`src/rtl/wb_result_stage.sv`:
```
// MEM/WB result stage: captures EX results, extracts load data, drives the
// register-file write port and the MEM-stage forwarding bus.
module wb_result_stage #(
  parameter int REG_AW        = 5,
  parameter bit LITTLE_ENDIAN = 1'b1
) (
  input  logic              clk,
  input  logic              rst_n,
  input  logic              stall,
  input  logic              flush,
  input  logic              ex_valid,
  input  logic              ex_reg_write,
  input  logic [REG_AW-1:0] ex_dest,
  input  logic [2:0]        ex_wb_sel,
  input  logic [31:0]       ex_alu_result,
  input  logic [31:0]       ex_link_addr,
  input  logic [31:0]       mem_rdata,
  output logic              rf_we,
  output logic [REG_AW-1:0] rf_waddr,
  output logic [31:0]       rf_wdata,
  output logic              fwd_mem_valid,
  output logic [REG_AW-1:0] fwd_mem_dest,
  output logic [31:0]       fwd_mem_data,
  output logic              fwd_mem_is_load
);

  typedef enum logic [2:0] {
    SEL_ALU  = 3'd0,
    SEL_LW   = 3'd1,
    SEL_LB   = 3'd2,
    SEL_LBU  = 3'd3,
    SEL_LH   = 3'd4,
    SEL_LHU  = 3'd5,
    SEL_LINK = 3'd6,
    SEL_RSVD = 3'd7
  } wb_sel_e;

  typedef struct packed {
    logic              valid;
    logic              reg_write;
    logic [REG_AW-1:0] dest;
    wb_sel_e           sel;
    logic [31:0]       alu;
    logic [31:0]       link;
  } mem_reg_t;

  typedef struct packed {
    logic              valid;
    logic              we;
    logic [REG_AW-1:0] dest;
    logic [31:0]       data;
  } wb_reg_t;

  mem_reg_t mem_q;
  wb_reg_t  wb_q;

  logic [1:0]  off;
  logic [1:0]  byte_idx;
  logic        half_idx;
  logic [7:0]  ld_byte;
  logic [15:0] ld_half;
  logic [31:0] result;
  logic        mem_is_load;

  // flush wins over stall: with both set, the MEM occupant is dropped as well
  always_ff @(posedge clk or negedge rst_n) begin
    if (!rst_n) begin
      mem_q <= '0;
    end else if (flush) begin
      mem_q.valid <= 1'b0;
    end else if (!stall) begin
      mem_q <= '{valid:     ex_valid,
                 reg_write: ex_reg_write,
                 dest:      ex_dest,
                 sel:       wb_sel_e'(ex_wb_sel),
                 alu:       ex_alu_result,
                 link:      ex_link_addr};
    end
  end

  always_comb begin
    off      = mem_q.alu[1:0];
    byte_idx = LITTLE_ENDIAN ? off : ~off;
    half_idx = LITTLE_ENDIAN ? off[1] : ~off[1];
    ld_byte  = mem_rdata[{byte_idx, 3'b000} +: 8];
    ld_half  = half_idx ? mem_rdata[31:16] : mem_rdata[15:0];
    result   = mem_q.alu;
    case (mem_q.sel)
      SEL_LW:   result = mem_rdata;
      SEL_LB:   result = {{24{ld_byte[7]}}, ld_byte};
      SEL_LBU:  result = {24'h0, ld_byte};
      SEL_LH:   result = {{16{ld_half[15]}}, ld_half};
      SEL_LHU:  result = {16'h0, ld_half};
      SEL_LINK: result = mem_q.link;
      default:  result = mem_q.alu;
    endcase
  end

  always_ff @(posedge clk or negedge rst_n) begin
    if (!rst_n) begin
      wb_q <= '0;
    end else if (!stall) begin
      wb_q <= '{valid: mem_q.valid,
                we:    mem_q.reg_write,
                dest:  mem_q.dest,
                data:  result};
    end
  end

  // stall gating keeps a held WB entry from writing more than once
  assign rf_we    = wb_q.valid & wb_q.we & (wb_q.dest != '0) & ~stall;
  assign rf_waddr = wb_q.dest;
  assign rf_wdata = wb_q.data;

  assign mem_is_load     = (mem_q.sel inside {SEL_LW, SEL_LB, SEL_LBU, SEL_LH, SEL_LHU});
  assign fwd_mem_valid   = mem_q.valid & mem_q.reg_write & (mem_q.dest != '0);
  assign fwd_mem_dest    = mem_q.dest;
  assign fwd_mem_data    = (mem_q.sel == SEL_LINK) ? mem_q.link : mem_q.alu;
  assign fwd_mem_is_load = fwd_mem_valid & mem_is_load;

endmodule

```
`config.mk`:
```
export PLATFORM = sky130hd
export DESIGN_NAME = wb_result_stage
export DESIGN_NICKNAME = d
export VERILOG_FILES = /design/src/rtl/wb_result_stage.sv
export SDC_FILE = /design/constraint.sdc
export NUM_CORES = 1
export LEC_CHECK = 0
export ABC_AREA = 1
export CAP_MARGIN = 20
export CORE_MARGIN = 4
export CORE_UTILIZATION = 49
export DETAILED_ROUTE_END_ITERATION = 16
export GPL_TIMING_DRIVEN = 0
export HOLD_SLACK_MARGIN = 0.15
export PLACE_DENSITY = 0.82
export SYNTH_ARGS = -nofsm -noshare
export SYNTH_HDL_FRONTEND = slang
export SYNTH_SLANG_ARGS = --single-unit
```
`constraint.sdc`:
```
create_clock -name clk -period 2.3 [get_ports clk]
set_clock_uncertainty 0.2 [all_clocks]
set_input_delay 0.23 -clock clk [delete_from_list [all_inputs] [get_ports clk]]
set_output_delay 0.23 -clock clk [all_outputs]
set_load 0.02 [all_outputs]
```
Fig. 1: routed metal, one colour a layer
Two of the layers only.
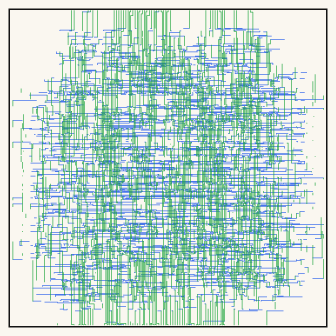
[M1] blue | wire length: 8910 um
[M2] green | wire length: 10300 um
Tot GR Track Use: 29.7%
final wirelength: 22100 um
DR WL/cell: 16.6 um
routed vias: 6811

Fig. 2: the clock network
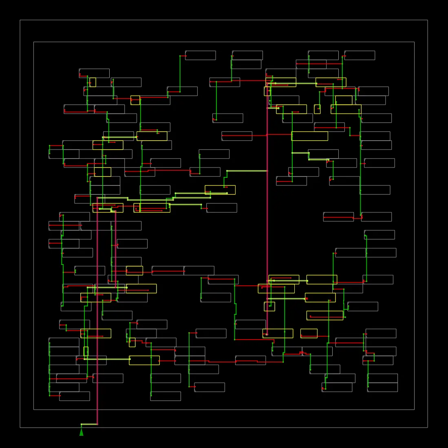
clk latency late pin: 0.41 ns
Clk power: 2.71 mW

==> notes.md <==
yosys + openroad results -> status completed, share of layout cells above drive strength 1 around 15%, Clk pwr share between 30% and 40%, largest stage delay on the critical path 0.44 ns, Hold Path Depth 3, CP Depth 6, max reg flops ~67, Int Pwr approximately 5.3 mW, worst hold path type input port to flop, cell count in the Yosys report slightly above 900, minimum clock period ~2.3 ns, Crit Path Max Fanout 11, Non-clock buffer share a little over a quarter, crit path from mem_q[65], initial antenna violation count 1, met2 routed WL approximately 10000 um, core occupancy in the finished layout roughly 72%, Least-Margin Pin Slew 0.631 ns, seq pwr approximately 2.5 mW, worst path buffer plus inverter count 4, fraction of registers with async set/reset 100%, cell taking the most area after synthesis dfrtp_1, Slew Viols, Final 0
Fig. 3: wires at chosen ports, followed through buffers
Scale bar: 20 um.
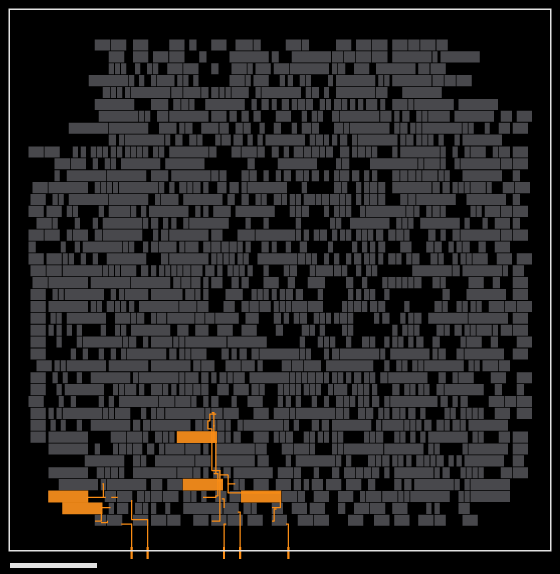
[`fwd_mem_dest`] orange | direction: output | edge: bottom | end cells: 5 | buffers: 10 | wire: 146 um
IO Port Bufs: 185
io pins: 187

Power figures rest on the tool's default switching activity, not on a simulated workload.
